File: src/rtl/dsp_cfg_mgmt_responder_pkg.sv
// Shared definitions for the config-management responder: FSM states,
// register DW addresses and writable-bit masks.
package dsp_cfg_mgmt_responder_pkg;

  typedef enum logic [1:0] {
    ST_IDLE = 2'd0,
    ST_BUSY = 2'd1,
    ST_DONE = 2'd2
  } state_t;

  localparam logic [9:0] DW_ID    = 10'd0;
  localparam logic [9:0] DW_CMD   = 10'd1;
  localparam logic [9:0] DW_CLASS = 10'd2;
  localparam logic [9:0] DW_HDR   = 10'd3;
  localparam logic [9:0] DW_BUS   = 10'd6;

  localparam logic [31:0] HDR_TYPE1   = 32'h0001_0000;
  localparam logic [15:0] CMD_WR_MASK = 16'h0407;
  localparam logic [31:0] BUS_WR_MASK = 32'h00FF_FFFF;

  function automatic logic [31:0] be_to_mask(input logic [3:0] be);
    logic [31:0] m;
    m = '0;
    for (int i = 0; i < 4; i++) begin
      m[8*i +: 8] = {8{be[i]}};
    end
    return m;
  endfunction

endpackage

File: src/rtl/dsp_cfg_mgmt_responder.sv
// Type-1 config-space responder for the downstream switch port: answers
// cfg_mgmt reads/writes after a fixed latency and holds the bus-number registers.
module dsp_cfg_mgmt_responder
  import dsp_cfg_mgmt_responder_pkg::*;
#(
  parameter int unsigned READ_LATENCY = 2,
  parameter logic [15:0] VENDOR_ID    = 16'h10EE,
  parameter logic [15:0] DEVICE_ID    = 16'h9038,
  parameter logic [31:0] CLASS_REV    = 32'h0604_0000
) (
  input  logic        dsp_user_clk,
  input  logic        sys_reset_n,
  input  logic [9:0]  cfg_mgmt_addr,
  input  logic [15:0] cfg_mgmt_function_number,
  input  logic        cfg_mgmt_write,
  input  logic [31:0] cfg_mgmt_write_data,
  input  logic [3:0]  cfg_mgmt_byte_enable,
  input  logic        cfg_mgmt_read,
  input  logic        cfg_mgmt_debug_access,
  output logic [31:0] cfg_mgmt_read_data,
  output logic        cfg_mgmt_read_write_done,
  output logic [7:0]  pri_bus_num,
  output logic [7:0]  sec_bus_num,
  output logic [7:0]  sub_bus_num,
  output logic [15:0] cmd_reg,
  output logic        bus_num_rdy,
  output logic        protocol_err
);

  localparam logic [2:0] CNT_LOAD = 3'(READ_LATENCY - 1);

  state_t      r_state;
  logic [2:0]  r_cnt;
  logic [9:0]  r_addr;
  logic [15:0] r_func;
  logic        r_wr;
  logic        r_rd;
  logic [31:0] r_wdata;
  logic [3:0]  r_be;
  logic        r_done;
  logic [31:0] r_read_data;
  logic [7:0]  r_pri;
  logic [7:0]  r_sec;
  logic [7:0]  r_sub;
  logic [15:0] r_cmd;
  logic        r_bus_num_rdy;
  logic        r_protocol_err;

  logic        w_fn0;
  logic [31:0] w_be_mask;
  logic [31:0] w_rd_value;
  logic [31:0] w_bus_word;
  logic [31:0] w_bus_mask;
  logic [31:0] w_bus_new;
  logic [15:0] w_cmd_mask;
  logic [15:0] w_cmd_new;
  logic        w_unused;

  assign w_fn0      = (r_func == 16'h0000);
  assign w_be_mask  = be_to_mask(r_be);
  assign w_bus_word = {8'h00, r_sub, r_sec, r_pri};
  assign w_bus_mask = w_be_mask & BUS_WR_MASK;
  assign w_bus_new  = (w_bus_word & ~w_bus_mask) | (r_wdata & w_bus_mask);
  assign w_cmd_mask = CMD_WR_MASK & w_be_mask[15:0];
  assign w_cmd_new  = (r_cmd & ~w_cmd_mask) | (r_wdata[15:0] & w_cmd_mask);
  assign w_unused   = ^{cfg_mgmt_debug_access, w_bus_new[31:24]};

  always_comb begin
    w_rd_value = '0;
    case (r_addr)
      DW_ID:    w_rd_value = {DEVICE_ID, VENDOR_ID};
      DW_CMD:   w_rd_value = {16'h0000, r_cmd};
      DW_CLASS: w_rd_value = CLASS_REV;
      DW_HDR:   w_rd_value = HDR_TYPE1;
      DW_BUS:   w_rd_value = w_bus_word;
      default:  w_rd_value = '0;
    endcase
  end

  always_ff @(posedge dsp_user_clk or negedge sys_reset_n) begin
    if (!sys_reset_n) begin
      r_state        <= ST_IDLE;
      r_cnt          <= '0;
      r_addr         <= '0;
      r_func         <= '0;
      r_wr           <= 1'b0;
      r_rd           <= 1'b0;
      r_wdata        <= '0;
      r_be           <= '0;
      r_done         <= 1'b0;
      r_read_data    <= '0;
      r_pri          <= '0;
      r_sec          <= '0;
      r_sub          <= '0;
      r_cmd          <= '0;
      r_bus_num_rdy  <= 1'b0;
      r_protocol_err <= 1'b0;
    end else begin
      r_done        <= 1'b0;
      r_read_data   <= '0;
      r_bus_num_rdy <= (r_sec != 8'h00) && (r_sub != 8'h00);
      case (r_state)
        ST_IDLE: begin
          // While done is showing, the requester may still hold its request.
          if ((cfg_mgmt_read || cfg_mgmt_write) && !r_done) begin
            r_addr  <= cfg_mgmt_addr;
            r_func  <= cfg_mgmt_function_number;
            r_wr    <= cfg_mgmt_write;
            r_rd    <= cfg_mgmt_read;
            r_wdata <= cfg_mgmt_write_data;
            r_be    <= cfg_mgmt_byte_enable;
            r_cnt   <= CNT_LOAD;
            r_state <= ST_BUSY;
            if (cfg_mgmt_read && cfg_mgmt_write) begin
              r_protocol_err <= 1'b1;
            end
          end
        end
        ST_BUSY: begin
          if (r_cnt == 3'd0) begin
            r_state <= ST_DONE;
          end else begin
            r_cnt <= r_cnt - 3'd1;
          end
        end
        ST_DONE: begin
          r_done  <= 1'b1;
          r_state <= ST_IDLE;
          if (w_fn0 && r_rd && !r_wr) begin
            r_read_data <= w_rd_value;
          end
          if (w_fn0 && r_wr && !r_rd) begin
            if (r_addr == DW_CMD) begin
              r_cmd <= w_cmd_new;
            end
            if (r_addr == DW_BUS) begin
              r_pri <= w_bus_new[7:0];
              r_sec <= w_bus_new[15:8];
              r_sub <= w_bus_new[23:16];
            end
          end
        end
        default: r_state <= ST_IDLE;
      endcase
    end
  end

  assign cfg_mgmt_read_data       = r_read_data;
  assign cfg_mgmt_read_write_done = r_done;
  assign pri_bus_num              = r_pri;
  assign sec_bus_num              = r_sec;
  assign sub_bus_num              = r_sub;
  assign cmd_reg                  = r_cmd;
  assign bus_num_rdy              = r_bus_num_rdy;
  assign protocol_err             = r_protocol_err;

endmodule

File: config.mk
export PLATFORM = sky130hd
export DESIGN_NAME = dsp_cfg_mgmt_responder
export DESIGN_NICKNAME = d
export VERILOG_FILES = /design/src/rtl/dsp_cfg_mgmt_responder_pkg.sv /design/src/rtl/dsp_cfg_mgmt_responder.sv
export SDC_FILE = /design/constraint.sdc
export NUM_CORES = 1
export LEC_CHECK = 0
export CAP_MARGIN = 20
export CORE_ASPECT_RATIO = 0.6
export CORE_MARGIN = 5
export CORE_UTILIZATION = 47
export CTS_CLUSTER_SIZE = 10
export DETAILED_ROUTE_END_ITERATION = 10
export GPL_TIMING_DRIVEN = 0
export PLACE_DENSITY_LB_ADDON = 0.1
export SLEW_MARGIN = 30
export SYNTH_ARGS = -nofsm -noshare
export SYNTH_HDL_FRONTEND = slang
export SYNTH_SLANG_ARGS = --single-unit
export TNS_END_PERCENT = 5
File: constraint.sdc
create_clock -name dsp_user_clk -period 2.2 [get_ports dsp_user_clk]
set_input_delay 0.22 -clock dsp_user_clk [delete_from_list [all_inputs] [get_ports dsp_user_clk]]
set_output_delay 0.22 -clock dsp_user_clk [all_outputs]
set_load 0.05 [all_outputs]
### Cell density map

The die is cut into 14 by 9 equal tiles; black is low, pale yellow is high, 0 to 100% covered.
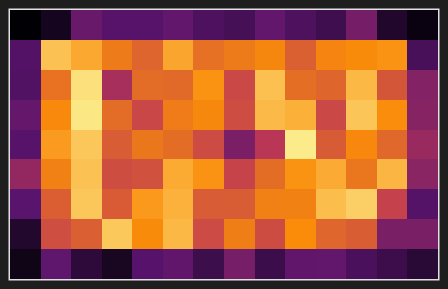
0.80% of the tiles are nearly empty. 23% of the tiles are over 75% full. The fullest tile reaches 96%. The mean over all tiles is 54%.
fin util: 69.0%
core area: 9880 µm²
fp_density: 48.2%

==> flow_summary.yaml <==
# synthesis and place-and-route metrics
clock_tree:
  clock-root-buffer: "clkbuf_16"
  path_clk_slew_ns: 0.05
  cts_setup_buffers: 1
  cts_htree_levels: 4
  cts_buffers: 17
  cts_buffer_depth: 2
  clock.latency.late_pin_ns: 0.40
  holdBufCountCts: 1
  cts_resized: 3
floorplanning:
  io_pins: 142
  die_h_um: 88.0
  die_w_um: 140
critical_path:
  cp_top_family: "simple AND/OR/NAND/NOR gates"
  critPathBufInv: 0
  path_cells: "nor4_1 > nand4_4 > nor3_4 > mux2_2"
  startpoint: "r_func[3]$_DFFE_PN0P_"
  r2r-start: "r_func[3]$_DFFE_PN0P_"
  cp.arrival_ns: 2.40
  cp_data_required_time_ns: 2.48
  reg2reg_depth: 4
layout:
  finalNetCount: 560
  final_layout_size_suffix_gt1_share_pct: 30.0
  instances_no_fill: 639
  areaGrowthSynthToFinish_pct: 43.2
place:
  routabilityCongestion: 0.767
  dp_cells: 606
  place_area_um2: 6170
  pre_cts_ws_ns: -0.216
  portBuffers: 115
route:
  drt_iter0_markers: 170
  firstDrtPassIters: 4
timing:
  finalCritPeriodShare_pct: 96.5
  final_hold_viol_count: 0
  relSlewSlack_pct: 56.3
  rsz0062_at_grt: "yes"
  fin_skew_ns: 0.0107
  slew_violations: 0
  worst_pin_slew_ns: 0.653
  fmax_mhz: 471
  holdWs_ns: 0.315
synthesis:
  synth_cells: 340
  synth-adder-area-share_pct: 0.525
  xor_share_pct: 0
  aoi_share_pct: 2.94
  edf_count: 0
  synth.avg_cell_area_um2: 14.0
  synthSimpleGateAreaFrac_pct: 11.5
  yosys.area.top_type: "dfrtp_1"
  ys_chip_area_um2: 4760
  top_cell_area_share_pct: 61.4
  synthMuxAreaShare_pct: 19.1
power_and_ir_drop:
  power.density_nw_per_um2: 1140
  irDropWorstVdd_v: 0.000626
  fin_total_pwr_mw: 7.79
  clkPwrFrac_pct: 34.8
  internal_power_mw: 5.52
grt:
  grt_overflow: 0
  grt_pass1_wl_um: 17900
  grt_pass1_vias: 3403
run_status:
  outcome: "finished clean"
flow_run:
  warning_count: 39
  maxCapViolations: 0
worst_hold_path:
  hp-class: "in2async"
### Sizing map

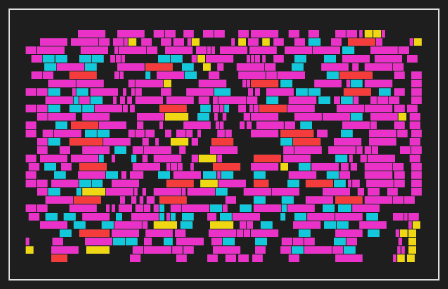
drive 2: marked cyan, cells 99, share 20%, most used mux2_2. drive 1 or less: marked magenta, cells 353, share 70%, most used dfrtp_1. drive 6 and up: marked red, cells 24, share 4.8%, most used clkbuf_16. drive 3 to 4: marked yellow, cells 28, share 5.6%, most used buf_4.
PnR worst setup slack: 0.0780 ns
Non-clk bufs: 145
finished layout cell area: 6820 µm²

==> power by group through the flow <==
stage	Sequential (mW)	Combinational, mW	Clock, mW
global placement	3.14	1.81	0
floorplan	3.06	1.41	0
finish	3.20	1.88	2.72
global route	3.27	2.06	2.88
CTS	3.15	1.91	2.76
detailed placement	3.17	1.88	0
==> per-layer routing <==
| layer | vias up | global-route usage (%) | routed length [µm] |
|---|---|---|---|
| li1 | 1489 | - | - |
| met1 | 1617 | 26.9 | 5340 |
| met2 | 100 | 28.1 | 4950 |
| met3 | 11 | 6.06 | 707 |
| met4 | 0 | 7.92 | 90 |
| met5 | - | 0 | 0 |
==> cells in the final DEF (no fill, tap or decap), drive strengths merged, types with 3 or more instances in the layout <==
cell type      count
a21oi             14
and2              13
buf               27
bufinv             3
clkbuf            25
clkdlybuf4s50    114
clkinv             5
conb              16
dfrtp            117
inv                7
mux2              81
nand2              8
nand4              5
nor2              13
nor2b              3
nor3               8
nor4              12
o21ai              7
or4                4
==> area by class of cell <==
| cell class | instances | area (µm²) |
|---|---|---|
| fill | 713 | 3060 |
| sequential | 117 | 2930 |
| multi-input combinational | 203 | 1720 |
| timing repair buffer | 118 | 1210 |
| clock buffer | 22 | 454 |
| buffer | 27 | 176 |
| tap | 135 | 169 |
| clock inverter | 10 | 130 |
| inverter | 7 | 26.3 |
==> synth_stat cells (2+ instances only) <==
master    count
dfrtp_1     117
mux2_2       80
buf_4        18
a21oi_1      14
and2_1       13
nor2_1       13
nand2_1       8
inv_1         7
nor4_1        7
o21ai_0       7
buf_2         6
clkbuf_1      4
nand4_1       4
nor3_1        4
or4_1         4
nor2b_1       3
nor3_4        3
nor4_2        3
a32oi_1       2
and3_1        2
ha_1          2
nor4_4        2
Power and IR drop assume default switching activity.
